### config.mk
export PLATFORM = sky130hd
export DESIGN_NAME = nps_inmem_sched
export DESIGN_NICKNAME = d
export VERILOG_FILES = /design/src/rtl/nps_inmem_sched.sv
export SDC_FILE = /design/constraint.sdc
export NUM_CORES = 1
export LEC_CHECK = 0
export ABC_AREA = 1
export CORE_ASPECT_RATIO = 0.75
export CORE_MARGIN = 1
export CORE_UTILIZATION = 50
export DETAILED_ROUTE_END_ITERATION = 6
export PLACE_DENSITY = 0.73
export SYNTH_ARGS = -nofsm -noshare
export SYNTH_HDL_FRONTEND = slang
export SYNTH_SLANG_ARGS = --single-unit
### constraint.sdc
create_clock -name clk -period 5.5 [get_ports clk]
set_clock_uncertainty 0.1 [all_clocks]
set_input_delay 1.1 -clock clk [delete_from_list [all_inputs] [get_ports clk]]
set_output_delay 1.1 -clock clk [all_outputs]
set_load 0.01 [all_outputs]
### src/rtl/nps_inmem_sched.sv
// nps_inmem_sched: run controller for the NPS input-memory streaming block.
// Issues set/start pulses to inmem for a programmed number of frames, counts
// the valid beats of every frame against DATA_NUM and watches for stalls. While
// a run is in progress, CPU writes into the memory are blocked and reported.
// Build option: define NPS_SCHED_LOOP_EN to make cfg_frames=0 mean "run frames
// until abort or error". When it is not defined, cfg_frames=0 ends at once with
// an error-free done.
module nps_inmem_sched #(
    parameter int DATA_NUM    = 30,
    parameter int CNT_WIDTH   = 5,
    parameter int FRAME_WIDTH = 8,
    parameter int GAP_WIDTH   = 8,
    parameter int SET_WAIT    = 3,
    parameter int TIMEOUT     = 255
) (
    input  logic                   clk,
    input  logic                   reset_x,
    input  logic                   cmd_go,
    input  logic                   cmd_abort,
    input  logic [FRAME_WIDTH-1:0] cfg_frames,
    input  logic [GAP_WIDTH-1:0]   cfg_gap,
    output logic                   set,
    output logic                   start,
    input  logic                   vi,
    input  logic                   fi,
    input  logic                   cpu_wr_i,
    output logic                   cpu_wr_o,
    output logic                   cpu_wr_rej,
    output logic                   busy,
    output logic                   done,
    output logic [1:0]             err_code,
    output logic [FRAME_WIDTH-1:0] frame_idx,
    output logic [CNT_WIDTH-1:0]   beat_cnt
);

    // The wait counter serves both the set->start hold and the inter-frame gap.
    localparam int WAIT_BITS  = $clog2(SET_WAIT + 1);
    localparam int WAIT_WIDTH = (GAP_WIDTH > WAIT_BITS) ? GAP_WIDTH : WAIT_BITS;
    localparam int TO_WIDTH   = $clog2(TIMEOUT + 1);

    localparam logic [CNT_WIDTH-1:0]  BEAT_MAX      = '1;
    localparam logic [CNT_WIDTH-1:0]  BEAT_TARGET   = CNT_WIDTH'(DATA_NUM);
    localparam logic [WAIT_WIDTH-1:0] SET_WAIT_LAST = WAIT_WIDTH'(SET_WAIT - 1);
    localparam logic [TO_WIDTH-1:0]   TIMEOUT_LAST  = TO_WIDTH'(TIMEOUT - 1);

    localparam logic [1:0] ERR_OK      = 2'd0;
    localparam logic [1:0] ERR_LENGTH  = 2'd1;
    localparam logic [1:0] ERR_TIMEOUT = 2'd2;
    localparam logic [1:0] ERR_ABORT   = 2'd3;

    typedef enum logic [2:0] {
        IDLE,
        SET,
        SETW,
        START,
        RUN,
        GAP,
        DONE
    } state_t;

    state_t                 state, state_nxt;
    logic [WAIT_WIDTH-1:0]  wcnt, wcnt_nxt;
    logic [TO_WIDTH-1:0]    tcnt, tcnt_nxt;
    logic [FRAME_WIDTH-1:0] frames_q, frames_nxt;
    logic [GAP_WIDTH-1:0]   gap_q, gap_nxt;
    logic [1:0]             err_nxt;
    logic [FRAME_WIDTH-1:0] fidx_nxt;
    logic [CNT_WIDTH-1:0]   beat_nxt;

    logic [CNT_WIDTH-1:0]   beat_inc;
    logic [CNT_WIDTH-1:0]   beat_final;
    logic [FRAME_WIDTH-1:0] fidx_plus1;
    logic [WAIT_WIDTH-1:0]  gap_last;
    logic                   last_frame;
    logic                   zero_frames_done;

    assign beat_inc   = (beat_cnt == BEAT_MAX) ? beat_cnt : beat_cnt + CNT_WIDTH'(1);
    assign beat_final = vi ? beat_inc : beat_cnt;
    assign fidx_plus1 = frame_idx + FRAME_WIDTH'(1);
    assign gap_last   = WAIT_WIDTH'(gap_q) - WAIT_WIDTH'(1);

`ifdef NPS_SCHED_LOOP_EN
    // A zero frame count is continuous mode: no frame is ever the last one.
    assign last_frame       = (frames_q != '0) && (fidx_plus1 == frames_q);
    assign zero_frames_done = 1'b0;
`else
    assign last_frame       = (fidx_plus1 == frames_q);
    assign zero_frames_done = (cfg_frames == '0);
`endif

    // The write gate is the only combinational output, so the CPU sees no extra latency.
    assign cpu_wr_o = cpu_wr_i & ~busy;

    // Next-state and datapath decisions; abort overrides everything outside IDLE/DONE.
    always_comb begin
        state_nxt  = state;
        wcnt_nxt   = wcnt;
        tcnt_nxt   = tcnt;
        frames_nxt = frames_q;
        gap_nxt    = gap_q;
        err_nxt    = err_code;
        fidx_nxt   = frame_idx;
        beat_nxt   = beat_cnt;

        case (state)
            IDLE: begin
                if (cmd_go && !cmd_abort) begin
                    frames_nxt = cfg_frames;
                    gap_nxt    = cfg_gap;
                    err_nxt    = ERR_OK;
                    fidx_nxt   = '0;
                    beat_nxt   = '0;
                    state_nxt  = zero_frames_done ? DONE : SET;
                end
            end
            SET: begin
                wcnt_nxt  = '0;
                state_nxt = (SET_WAIT == 0) ? START : SETW;
            end
            SETW: begin
                if (wcnt == SET_WAIT_LAST) begin
                    state_nxt = START;
                end else begin
                    wcnt_nxt = wcnt + WAIT_WIDTH'(1);
                end
            end
            START: begin
                beat_nxt  = '0;
                tcnt_nxt  = '0;
                state_nxt = RUN;
            end
            RUN: begin
                if (vi) begin
                    beat_nxt = beat_inc;
                    tcnt_nxt = '0;
                end else begin
                    tcnt_nxt = tcnt + TO_WIDTH'(1);
                end
                if (fi) begin
                    if (beat_final != BEAT_TARGET) begin
                        err_nxt   = ERR_LENGTH;
                        state_nxt = DONE;
                    end else if (last_frame) begin
                        state_nxt = DONE;
                    end else begin
                        fidx_nxt  = fidx_plus1;
                        wcnt_nxt  = '0;
                        state_nxt = GAP;
                    end
                end else if (!vi && (tcnt == TIMEOUT_LAST)) begin
                    err_nxt   = ERR_TIMEOUT;
                    state_nxt = DONE;
                end
            end
            GAP: begin
                if ((gap_q == '0) || (wcnt == gap_last)) begin
                    state_nxt = SET;
                end else begin
                    wcnt_nxt = wcnt + WAIT_WIDTH'(1);
                end
            end
            DONE: begin
                state_nxt = IDLE;
            end
            default: begin
                state_nxt = IDLE;
            end
        endcase

        // DONE is already ending the run, so a late abort there leaves its result alone.
        if (cmd_abort && (state != IDLE) && (state != DONE)) begin
            state_nxt = DONE;
            err_nxt   = ERR_ABORT;
            fidx_nxt  = frame_idx;
        end
    end

    // State register.
    always_ff @(posedge clk) begin
        if (!reset_x) begin
            state <= IDLE;
        end else begin
            state <= state_nxt;
        end
    end

    // Counters, latched config and registered outputs (pulses decoded from the next state).
    always_ff @(posedge clk) begin
        if (!reset_x) begin
            wcnt       <= '0;
            tcnt       <= '0;
            frames_q   <= '0;
            gap_q      <= '0;
            err_code   <= ERR_OK;
            frame_idx  <= '0;
            beat_cnt   <= '0;
            set        <= 1'b0;
            start      <= 1'b0;
            busy       <= 1'b0;
            done       <= 1'b0;
            cpu_wr_rej <= 1'b0;
        end else begin
            wcnt       <= wcnt_nxt;
            tcnt       <= tcnt_nxt;
            frames_q   <= frames_nxt;
            gap_q      <= gap_nxt;
            err_code   <= err_nxt;
            frame_idx  <= fidx_nxt;
            beat_cnt   <= beat_nxt;
            set        <= (state_nxt == SET);
            start      <= (state_nxt == START);
            busy       <= (state_nxt != IDLE) && (state_nxt != DONE);
            done       <= (state_nxt == DONE);
            cpu_wr_rej <= cpu_wr_i & busy;
        end
    end

endmodule
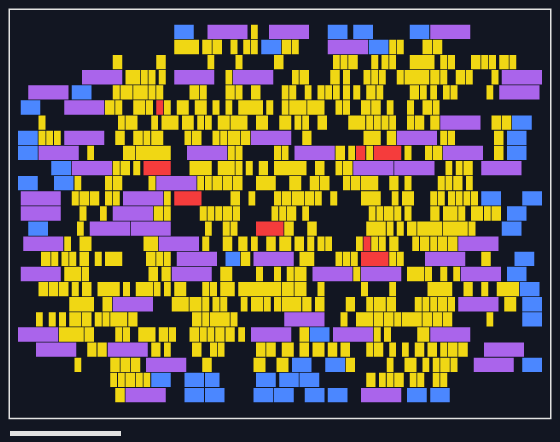
(cell classes on the final placement)
Bar = 20 um.
clock drivers and dummy loads -> red  # cells 8
other buffers and delay cells -> blue  # cells 45
flip-flops -> purple  # cells 55
all other logic -> yellow  # cells 447

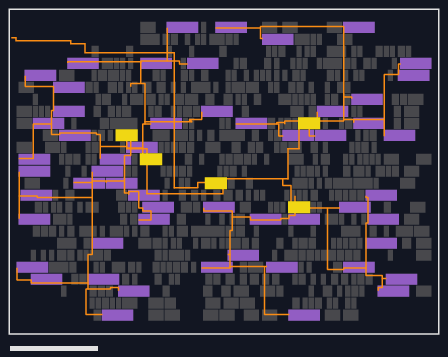
(clock distribution)
Bar = 20 um.
cells driving clock nets -> yellow  # count 5
clock wires -> orange  # length 696 um
flip-flops -> purple  # count 55
routed clock nets = 6
flops lie = all over the die

==> flow_metrics.py <==
# Physical implementation metrics
metrics = {
    "cts": {
        "cts_resized": 0,
        "htree_num_levels": 2,
        "numCtsBuffers": 5,
        "worstSkewPairLatency_ns": 0.31,
        "clk_pin_slew_ns": 0.10,
        "cts_tree": "done",
    },
    "floorplan": {
        "coreArea_sq_mm": 0.006412,
        "initCoreUtil": 0.5284,
        "die_x_um": 97.06,
        "num_rows": 25,
        "nWellTaps": 81,
        "ios": 44,
    },
    "detailed_routing": {
        "wl_met2_um": 3409,
        "wl_met3_um": 810,
        "highest_layer": "met4",
        "vias_per_cell": 5.434,
        "dr_total_vias": 3456,
        "drc": 0,
        "totalWireLength_um": 8605,
        "first_pass_iters": 6,
    },
    "critical_path": {
        "cp.depth": 4,
        "path_class": "in -> out",
        "worstPathArrival_ns": 2.23,
        "cp_max_fo": 2,
        "critPathSlowestCell": "clkdlybuf4s50_1",
        "path_cells": "clkdlybuf4s50_1 > inv_1 > nor2_1 > clkdlybuf4s50_1",
        "cp_common_cell": "clkdlybuf4s50_1",
        "start_kind": "input port",
        "critPathCapture": "cpu_wr_o",
        "startpoint": "cpu_wr_i",
        "cp-end-kind": "primary output",
        "path_buffers": 3,
    },
    "yosys": {
        "synth_area_sq_mm": 0.003388,
        "compound_area_frac": 0.1433,
        "yosysTopAreaCell": "dfxtp_1",
        "top_area_frac": 0.3250,
        "ys_sh_mux": 0,
        "ys_sh_adder": 0.02954,
        "syn_inst": 516,
        "syn_avg_cell_area_sq_um": 6.566,
        "yosysMostFrequentCell": "nand2_1",
        "synth-async-reset-ratio": 0,
        "numSynthFlops": 55,
    },
    "sta": {
        "grt_setup_unrepaired": "false",
        "worst_pin_slew_ns": 0.7815,
        "setup_tns_ns": 0,
        "worst_slack_ns": 2.065,
    },
    "final_layout": {
        "antenna_cells": 0,
        "clkbuf_count": 7,
        "sh_seq_area": 0.2794,
        "final_cells": 636,
        "final_cell_mix": "114 x nand2_1, 63 x inv_1, 60 x nor2_1",
        "comb_area_frac": 0.4994,
        "buf_share": 0.1130,
        "multi_input_comb_cells": 382,
        "seqCellArea_sq_mm": 0.001101,
        "clock_area_frac": 0.02063,
        "nonClockInverterCount": 65,
        "ff_count": 55,
        "n_all_buffers": 45,
    },
    "power_and_ir_drop": {
        "total_power_mw": 1.565,
        "pg_seq_mw": 0.564,
        "p_leak_nw": 1.608,
        "power_density_mw_per_mm2": 397.1,
        "p_clk_frac": 0.142,
        "p_comb_mw": 0.780,
        "seq_power_share": 0.360,
        "p_sw_mw": 0.7083,
    },
    "hold_path": {
        "hold_path_end": "cpu_wr_rej$_SDFF_PN0_",
        "hold_depth": 2,
        "min_from": "busy$_SDFF_PN0_",
    },
    "job": {
        "maxCapViolCount": 0,
        "tool_warnings": 29,
    },
    "global_routing": {
        "grt_overflow": 0,
        "grt_pass1_wl_um": 14600,
        "top_usage_layer": "met1",
        "grt_use_met3": 0.05233,
    },
    "place": {
        "place_ws_ns": 2.074,
        "numPortBuffers": 43,
        "gp_congestion": 0.8802,
        "dp_hpwl_um": 6463,
    },
    "run_status": {
        "status": "finished, final reports clean",
    },
}
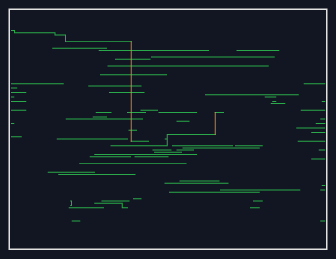
(metal layers overlaid)
Two of the layers only.
met4 -> orange  # wire length 37.4 um
met3 -> green  # wire length 811 um

[stage by stage]
stage,util,instance area (sq um),hold WS (ns)
CTS,0.6146,3941,0.3616
detailed placement,0.6020,3860,0.3388
global placement,0.6020,3860,0.3446
finish,0.6146,3941,0.3555
floorplan,-,3388,0.3447
global route,0.6146,3941,0.3906
[worst min-delay path: stages, from the launching register on]
cell and delay (ns):
dfxtp_1 0.34, nand2_1 0.06, nor2_1 0.03
[cell families after synthesis]
| kind of cell | after synthesis |
|---|---|
| flops | 55 |
| fa+ha+maj | 8 |
| compound gates | 88 |
| buf+inv | 79 |
| simple gates | 274 |
| xor+xnor | 12 |
